**Run 1: drive-strength map**

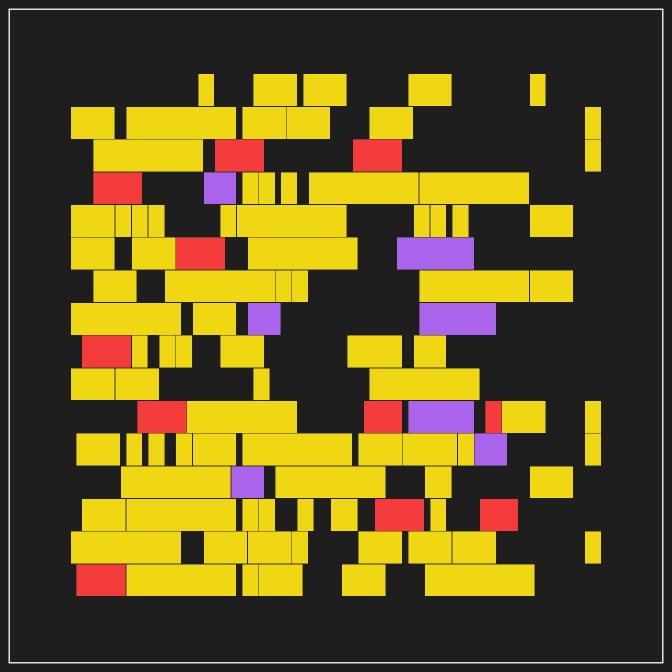
**Run 1: cell outlines without signal wires**

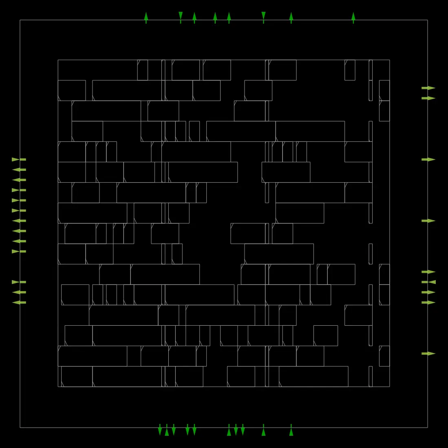
**Run 1: clock wires, drivers and flops**

The bar under the picture is 20 um long.
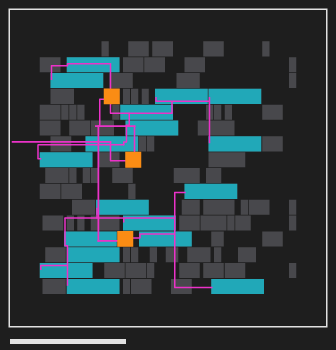
**config.mk**
```make
export PLATFORM = sky130hd
export DESIGN_NAME = demux_2ch_7bits
export DESIGN_NICKNAME = d
export VERILOG_FILES = /design/src/rtl/demux_pkg.sv /design/src/rtl/demux_chan_reg.sv /design/src/rtl/demux_2ch_7bits.sv
export SDC_FILE = /design/constraint.sdc
export NUM_CORES = 1
export LEC_CHECK = 0
export CAP_MARGIN = 15
export CORE_MARGIN = 5
export CORE_UTILIZATION = 42
export CTS_CLUSTER_SIZE = 24
export DETAILED_ROUTE_END_ITERATION = 10
export PLACE_DENSITY = 0.83
export SYNTH_ARGS = -nofsm -noshare
export SYNTH_HDL_FRONTEND = slang
export SYNTH_SLANG_ARGS = --single-unit
```
**constraint.sdc**
```tcl
create_clock -name clk -period 2.8 [get_ports clk]
set_clock_uncertainty 0.2 [all_clocks]
set_input_delay 0.56 -clock clk [delete_from_list [all_inputs] [get_ports clk]]
set_output_delay 0.56 -clock clk [all_outputs]
set_load 0.005 [all_outputs]
```
**src/rtl/demux_pkg.sv**
```systemverilog
// Shared definitions for the 2-channel 7-bit link demultiplexer.
// Framing states and default widths used by the top and channel registers.
package demux_pkg;

    localparam int DEF_P_W      = 7;
    localparam int DEF_P_ERR_CW = 8;

    typedef logic state_t;

    localparam state_t S_EXP0 = 1'b0;
    localparam state_t S_EXP1 = 1'b1;

    // Channel a well-framed word must target in a given state.
    function automatic logic exp_sel(input state_t s);
        return (s == S_EXP1);
    endfunction

endpackage

```
**src/rtl/demux_chan_reg.sv**
```systemverilog
// Per-channel valid/data holding register with one-deep storage.
// space is high when the slot is empty or drains this cycle.
module demux_chan_reg
    import demux_pkg::*;
#(
    parameter int P_W = DEF_P_W
) (
    input  logic           clk,
    input  logic           rst_n,
    input  logic           load,
    input  logic [P_W-1:0] wdata,
    input  logic           ready,
    output logic           valid,
    output logic [P_W-1:0] data,
    output logic           space
);

    assign space = ~valid | ready;

    // Load wins over drain so back-to-back words stream without a bubble.
    always_ff @(posedge clk or negedge rst_n) begin
        if (!rst_n) begin
            valid <= 1'b0;
            data  <= '0;
        end else if (load) begin
            valid <= 1'b1;
            data  <= wdata;
        end else if (ready) begin
            valid <= 1'b0;
        end
    end

endmodule

```
**src/rtl/demux_2ch_7bits.sv**
```systemverilog
// Receive end of the 2:1 time-multiplexed link: routing, framing FSM, errors.
// Optional order checking is enabled by defining DEMUX_ORDER_CHECK_EN.
module demux_2ch_7bits
    import demux_pkg::*;
#(
    parameter int P_W      = DEF_P_W,
    parameter int P_ERR_CW = DEF_P_ERR_CW
) (
    input  logic                clk,
    input  logic                rst_n,
    input  logic                in_valid,
    input  logic                in_sel,
    input  logic [P_W-1:0]      in_data,
    output logic                in_ready,
    output logic                out0_valid,
    output logic [P_W-1:0]      out0_data,
    input  logic                out0_ready,
    output logic                out1_valid,
    output logic [P_W-1:0]      out1_data,
    input  logic                out1_ready,
    output logic                pair_done,
    output logic                err,
    output logic [P_ERR_CW-1:0] err_cnt
);

    state_t state_q;
    state_t state_d;
    logic   pair_d;
    logic   space0;
    logic   space1;
    logic   sel_space;
    logic   oo;
    logic   acc;
    logic   good;
    logic   load0;
    logic   load1;

`ifdef DEMUX_ORDER_CHECK_EN
    assign oo = (in_sel != exp_sel(state_q));
`else
    assign oo = 1'b0;
`endif

    assign sel_space = in_sel ? space1 : space0;
    assign in_ready  = oo | sel_space;
    assign acc       = in_valid & in_ready;
    assign good      = acc & ~oo;
    assign load0     = good & ~in_sel;
    assign load1     = good & in_sel;

    demux_chan_reg #(.P_W(P_W)) u_ch0 (
        .clk   (clk),
        .rst_n (rst_n),
        .load  (load0),
        .wdata (in_data),
        .ready (out0_ready),
        .valid (out0_valid),
        .data  (out0_data),
        .space (space0)
    );

    demux_chan_reg #(.P_W(P_W)) u_ch1 (
        .clk   (clk),
        .rst_n (rst_n),
        .load  (load1),
        .wdata (in_data),
        .ready (out1_ready),
        .valid (out1_valid),
        .data  (out1_data),
        .space (space1)
    );

    // Framing: ch0 opens a pair, ch1 closes it; other words leave state alone.
    always_comb begin
        state_d = state_q;
        pair_d  = 1'b0;
        if (good) begin
            if (!in_sel && state_q == S_EXP0) begin
                state_d = S_EXP1;
            end else if (in_sel && state_q == S_EXP1) begin
                state_d = S_EXP0;
                pair_d  = 1'b1;
            end
        end
    end

    // State register and the registered one-cycle pair pulse.
    always_ff @(posedge clk or negedge rst_n) begin
        if (!rst_n) begin
            state_q   <= S_EXP0;
            pair_done <= 1'b0;
        end else begin
            state_q   <= state_d;
            pair_done <= pair_d;
        end
    end

`ifdef DEMUX_ORDER_CHECK_EN
    logic                bad_acc;
    logic [P_ERR_CW-1:0] cnt_q;

    assign bad_acc = acc & oo;
    assign err_cnt = cnt_q;

    // Sticky error flag and saturating count of dropped out-of-order words.
    always_ff @(posedge clk or negedge rst_n) begin
        if (!rst_n) begin
            err   <= 1'b0;
            cnt_q <= '0;
        end else if (bad_acc) begin
            err <= 1'b1;
            if (cnt_q != {P_ERR_CW{1'b1}}) begin
                cnt_q <= cnt_q + 1'b1;
            end
        end
    end
`else
    assign err     = 1'b0;
    assign err_cnt = '0;
`endif

endmodule

```
==> notes.md, run 1 <==
Main metrics from the flow reports.

The number of enable flip-flop cells is 0. The total number of vias is a little under 600. The share of power burned in the clock network came out at 0.194. The number of setup violations in the final report is 0. The switching power summed over all nets is 0.000174 W. The synthesized instance count is between 70 and 80. The count of maximum capacitance violations came out at 0. The floorplan step records an initial core utilization of 0.428. Recorded from the global router log, the overflow total was 0. The capture endpoint of the worst hold path is u_ch1.data[1]. The run finished with clean final reports. The overall power of the completed layout came out at between 0.0006 and 0.0007 W.

The initial antenna violation count came out at 0. The count of state elements after synthesis came out at 18. The non-clock inverter count in the final layout came out at 2. Walking the worst path, the cells encountered are clkdlybuf4s50_1, nand2b_1, mux2_2, clkdlybuf4s50_1. The cell type contributing the most total cell area after synthesis is sky130_fd_sc_hd__dfrtp_1. Per the layout report, the design carries around 170 filler cells.

The inserted tap cell count is 27. The post-route worst setup slack is about 0.13 ns. The async set-or-reset flop fraction in the synthesized netlist came out at 1.00. The endpoint arrival time on the critical path came out at 1.91 ns. The minimum clock period came out at between 2 and 3 ns.

In this run, the synthesized area fraction spent on xor and xnor cells is recorded as 0. The report puts the cell count of the worst reg-to-reg path at 4. The final-stage net count is roughly 120. The total CTS buffers came out at 3.

The proportion of final cell area spent on non-clock buffers is 0.269. The static leakage is 0.537 nW. The vertical extent of the die came out at ~54 um. The measured slew at the worst slew-check pin came out at between 0.7 and 0.8 ns. The cell with the most instances on the worst path is sky130_fd_sc_hd__clkdlybuf4s50_1.

The switching part of the total came out at 0.265. By area, the class that comes first in the final layout consists of registers. The aggregate global-route resource usage came out at 0.137. Nets still carrying antenna violations after routing amount to 0.

The number of cells on the worst hold path came out at 2. The script reports the combined buffer and inverter count of the critical path as 2.
About 'drive-strength map':
Key: x1 and smaller = yellow [cells 86]; x2 = red [cells 11]; x3 and x4 = purple [cells 7]

About 'cell outlines without signal wires':
number of cell rows: 16
number of sequential cells in the layout: 18

About 'clock wires, drivers and flops':
Key: clock-net drivers = orange [count 3]; flip-flops = cyan [count 18]; clock wires = magenta [length 212 um]
There are 4 routed clock nets.

-- run 1: metal layers --
layer  GRT usage  up-vias  wire length, um
li1            -      274                -
met1       0.150      292              663
met2       0.249       25              908
met3      0.0463        2              144
met4      0.0373        0               19
met5           0        -                0
-- run 1: flip-flops by register name, summed over array words and instances, names as in the netlist --
signal       count
u_ch1.valid      1
pair_done        1
u_ch0.data       7
u_ch0.valid      1
state_q          1
u_ch1.data       7
-- run 1: logic make-up (layout without fill, tap and decap cells) --
kind of cell | count (synthesis) | in the layout
buffers and inverters | 12 | 36
muxes | 9 | 9
other | 1 | 9
DFF | 18 | 18
AOI/OAI and AO/OA | 2 | 2
adders and majority gates | 2 | 2
and+or+nand+nor | 28 | 28
==> run 1 -> run 2 <==
Settings changed: CAP_MARGIN 15 to not set.
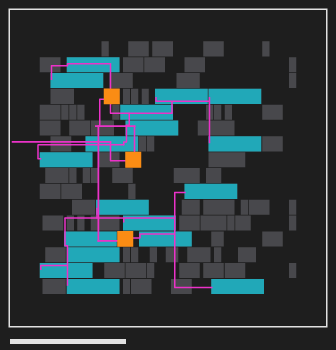
**Above:** run 2 (clock wires, drivers and flops).
The bar under the picture is 20 um long.
Key: clock wires = magenta [length 212 um]; flip-flops = cyan [count 18]; clock-net drivers = orange [count 3]
There are 4 routed clock nets.

==> run 2 against run 1 <==
Compared with the run above:
- combinational power is essentially flat
- clock power is essentially flat
- final cell count is the same
- sequential power is essentially flat
- non-clock buffer count is the same
- die size is the same
- global-route usage is the same
- utilization is the same
- critical path type unchanged
==> notes.md, run 2 <==
Main metrics from the flow reports.

The flow ran to the end, and the final reports show no timing, DRC or antenna violations. The cell area after technology mapping is between 800 and 900 um^2. The signal on the critical path passes through clkdlybuf4s50_1, nand2b_1, mux2_2, clkdlybuf4s50_1. TritonCTS built the clock tree. The number of remaining DRC errors is 0. Grouping stages by cell kind, the critical path spends the most delay in buffers and inverters. The switching power summed over all nets came to 0.000174 W (unchanged). The largest fanout on the critical path came out at 3. The wire length recorded after detailed routing is roughly 1.7 mm. The placeable core region is 0.00192 mm^2. The flow reports power dissipated in the clock network as 0.000127 W.

The count of hold buffers inserted by post-cts repair is 0. The proportion of power drawn by flip-flops and latches came out at 0.506. The Yosys step of the flow raised 0 warnings. The async set-or-reset flop fraction in the synthesized netlist is 1.00 (unchanged).

The capture endpoint of the worst hold path is u_ch1.data[1]. The number of placement rows came out at 16 (unchanged). The number of different library cells used by synthesis comes to 16. In this run, the number of DRC markers left after iteration 0 of detailed routing was 5.

The logic depth of the worst register-to-register path was 4 (unchanged). The first global-routing pass estimated between 2 and 3 mm of wire. The starting density of the core came out at 0.428 (unchanged). The initial antenna violation count came out at 0 (unchanged). The post-route worst setup slack came out at 0.128 ns (unchanged).

The remaining antenna violation count is 0 (unchanged). The worst setup path is captured at a primary output. The maximum number of pins on one net before global-route repair is 19. The classification of the worst-slack hold path is reg -> reg.

The aggregate global-route resource usage came out at 0.137 (unchanged). The endpoint arrival time on the critical path is 1.91 ns (about the same). The top-area cell type share of the netlist area is 0.547. The gate count of the mapped netlist is 72 (unchanged). The total cells reported by yosys after synthesis is between 70 and 80. The count of maximum capacitance violations is 0 (unchanged). The worst-case register-to-register setup slack came out at about 1.3 ns. The number of enable flip-flop cells was 0 (unchanged).

The switching part of the total was 0.265 (unchanged). The timing report shows the most common cell along the critical path to be sky130_fd_sc_hd__clkdlybuf4s50_1. The final standard cell count with taps included and fillers excluded is roughly 130. The clock reaches the later pin of the worst-skew pair after approximately 0.29 ns. The part of the total power dissipated in combinational logic is 0.300.

The number of warnings in the stage logs came out at 27. The minimum clock period came to 2.67 ns (unchanged). The number of setup violations in the final report was 0 (unchanged).

The number of endpoints with negative hold slack in the final report came out at 0. The count of state elements after synthesis is 18 (unchanged). The registers reported with the highest flop counts are u_ch0.data: 7 flops, u_ch1.data: 7 flops. In this build the clock could be raised as far as 374 MHz. The static leakage came out at 0.537 nW (unchanged).

In the finished design, the share of the clock period the worst path needs comes to 0.954. The total CTS buffers came out at 3 (unchanged). The reported combinational group power came out at a little under 0.0002 W. In this run the critical register-to-register path is captured at state_q.

The die width came out at 54.3 um. The aggregate negative setup slack is 0 ns. Hold timing on the final database bottoms out at a slack of ~0.28 ns. The cell count after placement came out at 128.

The total grt overflow is 0 (unchanged). The layer flagged by global routing as most heavily used is met2. The global placement routability congestion is between 0.6 and 0.7. Yosys reports that the most numerous cell types are sky130_fd_sc_hd__nand2_1 (23), sky130_fd_sc_hd__dfrtp_1 (18), sky130_fd_sc_hd__buf_4 (9), sky130_fd_sc_hd__mux2_2 (8). Per the timing report, the most critical flop-to-flop path originates at u_ch0.valid. The timing report shows that the slowest cell on the worst path is sky130_fd_sc_hd__clkdlybuf4s50_1. Counting only logic cells after layout, the most numerous master is sky130_fd_sc_hd__clkdlybuf4s50_1.

The wire length per cell is around 13 um. The number of cells on the worst hold path is 2 (unchanged). The total number of vias is 593 (unchanged). The vertical extent of the die came out at 54.3 um (unchanged). The share of power burned in the clock network is 0.194 (about the same). The measured slew at the worst slew-check pin came out at 0.790 ns (unchanged). The fraction of met1 tracks used by global routing is 0.150 (unchanged).

The global-route track usage on met2 came out at 0.249 (unchanged). Per the CTS log, the root buffer master is sky130_fd_sc_hd__clkbuf_4. The worst ir drop on vdd came out at about 420 uV. Sorting the Yosys area breakdown by cell type puts at the top sky130_fd_sc_hd__dfrtp_1. The overall power of the completed layout came out at 0.000656 W (unchanged). The post-CTS setup buffer count came out at 0. For reference, the top cells by area after synthesis are sky130_fd_sc_hd__dfrtp_1 (55%), sky130_fd_sc_hd__mux2_2 (11%), sky130_fd_sc_hd__nand2_1 (10%), sky130_fd_sc_hd__buf_4 (8.2%), sky130_fd_sc_hd__nand3_4 (4.3%). The post-detailed-placement cell area is 0.00112 mm^2.

The final-stage net count was 121 (unchanged). The met3 track utilization from global routing came out at 0.0463 (unchanged). Setup repair after global routing left no endpoint under its margin. The number of buffer and inverter stages on the critical path came out at 2 (unchanged). For this run, the register share of the synthesized area comes to 0.547.

The I/O pin count came out at 40.
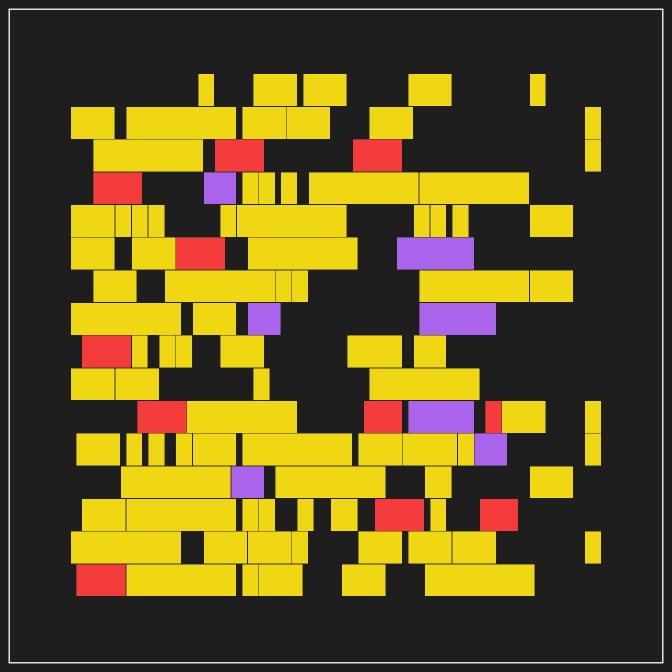
**Above:** run 2 (drive-strength map).
Key: x2 = red [cells 11]; x1 and smaller = yellow [cells 86]; x3 and x4 = purple [cells 7]

## run 2: cell families (layout without fill, tap and decap cells)
logic type      Yosys count  in the layout  share of synthesized area
other cells               1              9                    0.00455
compound gates            2              2                     0.0198
flops                    18             18                      0.547
mux                       9              9                      0.128
fa+ha+maj                 2              2                     0.0304
buf+inv                  12             36                     0.0972
simple gates             28             28                      0.173
## run 2: routing by layer
layer	part of all wire	vias to the layer above
li1	-	274
met1	0.38	292
met2	0.52	25
met3	0.083	2
met4	0.011	0
met5	0	-
## run 2: final cells by class
cell class,count,area [um^2]
sequential,18,450
fill,170,777
clock buffer,3,22.5
tap,27,33.8
timing repair buffer,31,308
multi-input combinational,50,323
inverter,2,7.51
No activity file was given, so power comes from the tool's default toggle rates.
